wires.png
Two of the layers only.
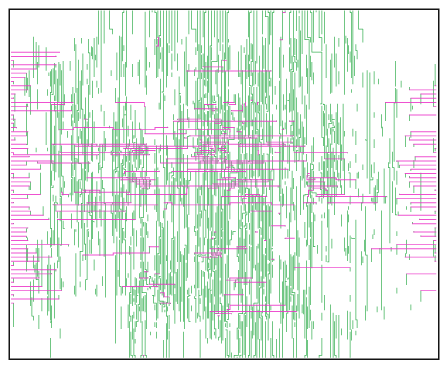
io_fan.png
The bar under the picture is 50 um long.
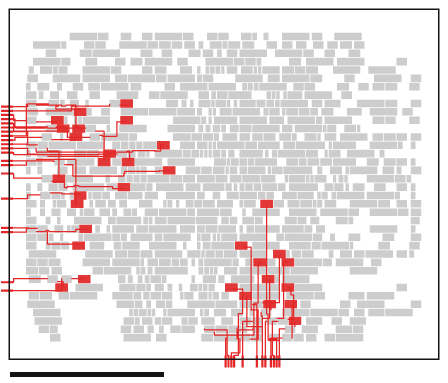
## src/rtl/dmem_responder_if.sv

```systemverilog
// rtl/dmem_responder_if.sv - datapath load/store request and response bus
interface dmem_responder_if #(
    parameter int AWIDTH = 32,
    parameter int DWIDTH = 32
);
    logic              req_rd_en;
    logic              req_wr_en;
    logic              req_byte;
    logic              req_half;
    logic              req_word;
    logic              req_unsigned;
    logic [AWIDTH-1:0] req_addr;
    logic [DWIDTH-1:0] req_wdata;
    logic              req_ready;
    logic              resp_valid;
    logic [DWIDTH-1:0] resp_rdata;
    logic              resp_err;

    modport master (
        output req_rd_en, req_wr_en, req_byte, req_half, req_word, req_unsigned,
        output req_addr, req_wdata,
        input  req_ready, resp_valid, resp_rdata, resp_err
    );

    modport slave (
        input  req_rd_en, req_wr_en, req_byte, req_half, req_word, req_unsigned,
        input  req_addr, req_wdata,
        output req_ready, resp_valid, resp_rdata, resp_err
    );
endinterface

```

## src/rtl/dmem_responder.sv

```systemverilog
// rtl/dmem_responder.sv - load/store responder in front of a fixed-latency word SRAM
module dmem_responder #(
    parameter int DWIDTH      = 32,
    parameter int AWIDTH      = 32,
    parameter int MEM_LATENCY = 1
) (
    input  logic              clk,
    input  logic              reset,
    dmem_responder_if.slave   req_if,
    output logic [AWIDTH-3:0] mem_addr,
    output logic              mem_rd,
    output logic              mem_wr,
    output logic [DWIDTH-1:0] mem_wdata,
    input  logic [DWIDTH-1:0] mem_rdata
);
    typedef enum logic [2:0] {
        S_IDLE, S_RD, S_WAIT, S_MERGE_WR, S_WR, S_RESP
    } state_t;

    localparam logic [2:0] WAIT_INIT = 3'(MEM_LATENCY - 1);

    state_t            state_q, state_d;
    logic [2:0]        cnt_q, cnt_d;
    logic [AWIDTH-1:0] addr_q, addr_d;
    logic [DWIDTH-1:0] wdata_q, wdata_d;
    logic [DWIDTH-1:0] rdata_q, rdata_d;
    logic              wr_q, wr_d;
    logic              byte_q, byte_d;
    logic              half_q, half_d;
    logic              uns_q, uns_d;
    logic              err_q, err_d;

    logic              accept;
    logic              size_ok;
    logic              req_bad;
    logic [4:0]        lane_sh;
    logic [DWIDTH-1:0] lane_data;
    logic [DWIDTH-1:0] lane_mask;
    logic [DWIDTH-1:0] load_data;
    logic [DWIDTH-1:0] merged;

    always_ff @(posedge clk or negedge reset) begin
        if (!reset) begin
            state_q <= S_IDLE;
            cnt_q   <= '0;
            addr_q  <= '0;
            wdata_q <= '0;
            rdata_q <= '0;
            wr_q    <= 1'b0;
            byte_q  <= 1'b0;
            half_q  <= 1'b0;
            uns_q   <= 1'b0;
            err_q   <= 1'b0;
        end else begin
            state_q <= state_d;
            cnt_q   <= cnt_d;
            addr_q  <= addr_d;
            wdata_q <= wdata_d;
            rdata_q <= rdata_d;
            wr_q    <= wr_d;
            byte_q  <= byte_d;
            half_q  <= half_d;
            uns_q   <= uns_d;
            err_q   <= err_d;
        end
    end

    always_comb begin
        size_ok = 1'b0;
        case ({req_if.req_byte, req_if.req_half, req_if.req_word})
            3'b100, 3'b010, 3'b001: size_ok = 1'b1;
            default:                size_ok = 1'b0;
        endcase
    end

    assign accept  = (state_q == S_IDLE) && (req_if.req_rd_en || req_if.req_wr_en);
    assign req_bad = (req_if.req_rd_en && req_if.req_wr_en) || !size_ok ||
                     (req_if.req_half && req_if.req_addr[0]) ||
                     (req_if.req_word && (req_if.req_addr[1:0] != 2'b00));

    // Word accesses are aligned, so the lane shift collapses to zero for them.
    assign lane_sh   = half_q ? {addr_q[1], 4'b0000} : {addr_q[1:0], 3'b000};
    assign lane_data = rdata_q >> lane_sh;
    assign lane_mask = (byte_q ? 32'h0000_00FF : 32'h0000_FFFF) << lane_sh;
    assign merged    = (rdata_q & ~lane_mask) | ((wdata_q << lane_sh) & lane_mask);

    always_comb begin
        if (byte_q)
            load_data = {{24{~uns_q & lane_data[7]}}, lane_data[7:0]};
        else if (half_q)
            load_data = {{16{~uns_q & lane_data[15]}}, lane_data[15:0]};
        else
            load_data = rdata_q;
    end

    always_comb begin
        state_d = state_q;
        cnt_d   = cnt_q;
        addr_d  = addr_q;
        wdata_d = wdata_q;
        rdata_d = rdata_q;
        wr_d    = wr_q;
        byte_d  = byte_q;
        half_d  = half_q;
        uns_d   = uns_q;
        err_d   = err_q;
        unique case (state_q)
            S_IDLE: begin
                if (accept) begin
                    addr_d  = req_if.req_addr;
                    wdata_d = req_if.req_wdata;
                    wr_d    = req_if.req_wr_en;
                    byte_d  = req_if.req_byte;
                    half_d  = req_if.req_half;
                    uns_d   = req_if.req_unsigned;
                    err_d   = req_bad;
                    if (req_bad)
                        state_d = S_RESP;
                    else if (req_if.req_wr_en && req_if.req_word)
                        state_d = S_WR;
                    else
                        state_d = S_RD;
                end
            end
            S_RD: begin
                cnt_d   = WAIT_INIT;
                state_d = S_WAIT;
            end
            S_WAIT: begin
                if (cnt_q == 3'd0) begin
                    rdata_d = mem_rdata;
                    state_d = wr_q ? S_MERGE_WR : S_RESP;
                end else begin
                    cnt_d = cnt_q - 3'd1;
                end
            end
            S_MERGE_WR: state_d = S_RESP;
            S_WR:       state_d = S_RESP;
            S_RESP:     state_d = S_IDLE;
            default:    state_d = S_IDLE;
        endcase
    end

    assign mem_addr = addr_q[AWIDTH-1:2];

    always_comb begin
        req_if.req_ready  = (state_q == S_IDLE);
        req_if.resp_valid = (state_q == S_RESP);
        req_if.resp_err   = (state_q == S_RESP) && err_q;
        req_if.resp_rdata = ((state_q == S_RESP) && !err_q && !wr_q) ? load_data : '0;
        mem_rd            = (state_q == S_RD);
        mem_wr            = (state_q == S_WR) || (state_q == S_MERGE_WR);
        mem_wdata         = '0;
        if (state_q == S_WR)
            mem_wdata = wdata_q;
        else if (state_q == S_MERGE_WR)
            mem_wdata = merged;
    end
endmodule

```

## src/flat_wrapper.sv

```systemverilog
// flat-port wrapper written by rule: the top's interface ports become plain ports
module dmem_responder_flat 
#(
    parameter int DWIDTH      = 32,
    parameter int AWIDTH      = 32,
    parameter int MEM_LATENCY = 1
)
  (clk, reset, mem_addr, mem_rd, mem_wr, mem_wdata, mem_rdata, req_if_req_rd_en, req_if_req_wr_en, req_if_req_byte, req_if_req_half, req_if_req_word, req_if_req_unsigned, req_if_req_addr, req_if_req_wdata, req_if_req_ready, req_if_resp_valid, req_if_resp_rdata, req_if_resp_err);
  dmem_responder_if #(.AWIDTH(AWIDTH), .DWIDTH(DWIDTH)) req_if_i ();
  input  logic clk;
  input  logic reset;
  output logic [AWIDTH-3:0] mem_addr;
  output logic mem_rd;
  output logic mem_wr;
  output logic [DWIDTH-1:0] mem_wdata;
  input  logic [DWIDTH-1:0] mem_rdata;
  input wire logic [$bits(req_if_i.req_rd_en)-1:0] req_if_req_rd_en;
  input wire logic [$bits(req_if_i.req_wr_en)-1:0] req_if_req_wr_en;
  input wire logic [$bits(req_if_i.req_byte)-1:0] req_if_req_byte;
  input wire logic [$bits(req_if_i.req_half)-1:0] req_if_req_half;
  input wire logic [$bits(req_if_i.req_word)-1:0] req_if_req_word;
  input wire logic [$bits(req_if_i.req_unsigned)-1:0] req_if_req_unsigned;
  input wire logic [$bits(req_if_i.req_addr)-1:0] req_if_req_addr;
  input wire logic [$bits(req_if_i.req_wdata)-1:0] req_if_req_wdata;
  output wire logic [$bits(req_if_i.req_ready)-1:0] req_if_req_ready;
  output wire logic [$bits(req_if_i.resp_valid)-1:0] req_if_resp_valid;
  output wire logic [$bits(req_if_i.resp_rdata)-1:0] req_if_resp_rdata;
  output wire logic [$bits(req_if_i.resp_err)-1:0] req_if_resp_err;
  assign req_if_i.req_rd_en = req_if_req_rd_en;
  assign req_if_i.req_wr_en = req_if_req_wr_en;
  assign req_if_i.req_byte = req_if_req_byte;
  assign req_if_i.req_half = req_if_req_half;
  assign req_if_i.req_word = req_if_req_word;
  assign req_if_i.req_unsigned = req_if_req_unsigned;
  assign req_if_i.req_addr = req_if_req_addr;
  assign req_if_i.req_wdata = req_if_req_wdata;
  assign req_if_req_ready = req_if_i.req_ready;
  assign req_if_resp_valid = req_if_i.resp_valid;
  assign req_if_resp_rdata = req_if_i.resp_rdata;
  assign req_if_resp_err = req_if_i.resp_err;
  dmem_responder #(.DWIDTH(DWIDTH), .AWIDTH(AWIDTH), .MEM_LATENCY(MEM_LATENCY)) u_core (.clk(clk), .reset(reset), .req_if(req_if_i), .mem_addr(mem_addr), .mem_rd(mem_rd), .mem_wr(mem_wr), .mem_wdata(mem_wdata), .mem_rdata(mem_rdata));
endmodule
```

## config.mk

```make
export PLATFORM = sky130hd
export DESIGN_NAME = dmem_responder_flat
export DESIGN_NICKNAME = d
export VERILOG_FILES = /design/src/rtl/dmem_responder_if.sv /design/src/rtl/dmem_responder.sv /design/src/flat_wrapper.sv
export SDC_FILE = /design/constraint.sdc
export NUM_CORES = 1
export LEC_CHECK = 0
export CORE_ASPECT_RATIO = 0.8
export CORE_MARGIN = 5
export CORE_UTILIZATION = 45
export DETAILED_ROUTE_END_ITERATION = 16
export PLACE_DENSITY = 0.79
export SLEW_MARGIN = 20
export SYNTH_ARGS = -nofsm -noshare
export SYNTH_HDL_FRONTEND = slang
export SYNTH_SLANG_ARGS = --single-unit
```

## constraint.sdc

```tcl
create_clock -name clk -period 2.5 [get_ports clk]
set_clock_uncertainty 0.1 [all_clocks]
set_input_delay 0.375 -clock clk [delete_from_list [all_inputs] [get_ports clk]]
set_output_delay 0.375 -clock clk [all_outputs]
set_load 0.01 [all_outputs]
```

==> results.py <==
# Physical implementation metrics
metrics = {
    "synthesis": {
        "ys_sh_xor_pct": 0,
        "ys_async_sr_fraction_pct": 100,
        "synth-edff-count": 0,
        "ys_sh_adder_pct": 0.416,
        "ys_sh_mux_pct": 23.2,
        "top_cell_area_share_pct": 44.6,
        "ff_type": "dfrtp_1",
        "area_leaders": "dfrtp_1 45%, mux2_2 19%, buf_4 4.6%",
        "simple_gate_area_share_pct": 11.3,
        "yosysSeqAreaShare_pct": 44.6,
        "synth-seq-cells": 107,
        "syn_area_mm2": 0.00601,
        "yosysCellCount": 556,
    },
    "setup_path": {
        "worst_setup_path_end_kind": "output port",
        "startpoint": "u_core.addr_q[1]",
        "r2r-end": "u_core.wdata_q[21]",
        "cp.arrival_ns": 2.18,
        "crit_top_cell": "buf_6",
        "critPathSlowestCell": "dfrtp_2",
        "critical_path_buf_inv_count": 4,
        "slowest_delay_ns": 0.48,
        "path_depth": 8,
        "critPathCapture": "req_if_resp_rdata[22]",
        "cp-start-kind": "register",
        "r2r_slack_ns": 0.32,
        "cp_cell_sequence": "mux2i_4, mux2i_2, buf_4, nand4_1, buf_6, buf_6, o21ai_2, buf_2",
        "timing_worst_setup_path_type": "register to output port",
        "rr_worst_depth": 5,
    },
    "power_and_ir_drop": {
        "p_per_area_mw_per_mm2": 1350,
        "p_leak_nw": 4.02,
        "p_sw_w": 0.00518,
        "ir_drop_uv": 569,
        "intPower_w": 0.00728,
        "power_leader": "combinational cells",
        "p_seq_share_pct": 29.4,
        "total_power_w": 0.0125,
        "clkPwrFrac_pct": 11.9,
        "powerComb_w": 0.00732,
        "combPwrFrac_pct": 58.7,
    },
    "die": {
        "row_count": 37,
        "die_h_um": 113,
        "core_region_area_mm2": 0.0130,
        "fp_util_pct": 46.4,
    },
    "placement": {
        "port_buffers": 202,
        "dp_hpwl_um": 14900,
        "pre_cts_ws_ns": -0.0912,
    },
    "finish": {
        "layout_top_cell": "clkdlybuf4s50_1",
        "final_core_util_pct": 71.4,
        "num-nonclk-inverters": 7,
        "instances_no_fill": 963,
        "n_clock_buffer": 15,
        "ff_count": 107,
        "layout.nonclk_buf_share_pct": 28.1,
        "area_growth_pct": 53.9,
        "sh_comb_area_pct": 36.9,
        "seqCellArea_mm2": 0.00268,
        "comb_cells": 376,
        "diodes": 0,
        "dominant-cell-class": "combinational gates",
        "nets": 889,
        "nFillCells": 882,
        "final_cell_mix": "136 x clkdlybuf4s50_1, 106 x dfrtp_1, 97 x mux2_2",
        "nNonClkBuffers": 282,
    },
    "grt": {
        "grt_pass1_vias": 5553,
        "met2_usage_pct": 41.0,
        "grt_util_met3_pct": 7.94,
        "antenna_found_initial": 0,
        "track_usage_pct": 25.2,
        "grt_overflow": 0,
        "top_usage_layer": "met2",
    },
    "sta": {
        "period_minus_slack_ns": 2.65,
        "finalSetupViolations": 31,
        "grt_setup_unrepaired": "true",
        "max_slew_margin_pct": 63.4,
        "tns_ns": -1.35,
        "hold_violations": 0,
        "tightest_slew_ns": 0.550,
        "timing.final.crit_share_pct": 106,
        "setup_ws_ns": -0.154,
    },
    "clock_tree": {
        "clk_path_buf_depth": 2,
        "cts_buffers": 9,
        "cts_tree": "done",
        "clkLatencyLatePin_ns": 0.35,
        "cts-root-buf": "clkbuf_16",
        "clk_pin_slew_ns": 0.07,
        "hold_buffers": 1,
    },
    "status": {
        "violations": "negative setup slack",
        "status": "finished with violations",
    },
    "detailed_routing": {
        "drtIter0Drc": 510,
        "ant_nets": 0,
        "met3_length_um": 2060,
        "drt_pass1_iterations": 5,
        "routed-wl-met2_um": 10500,
        "avgRoutedWirePerCell_um": 22.8,
        "drt-total-wl_um": 22000,
        "via_per_inst": 5.76,
    },
    "worst_hold_path": {
        "worstHoldEndpoint": "u_core.wdata_q[29]",
        "hp-class": "register to register",
        "min_from": "u_core.wdata_q[29]",
    },
    "run": {
        "warning_count": 29,
        "drv_cap": 0,
    },
}
Notes on wires.png above:
- magenta: metal 3 (wire length 2060 um)
- green: metal 2 (wire length 10500 um)

Notes on io_fan.png above:
- red: mem_rdata (direction input; edge 20 west, 12 south; end cells 32; buffers 32; wire 1010 um)

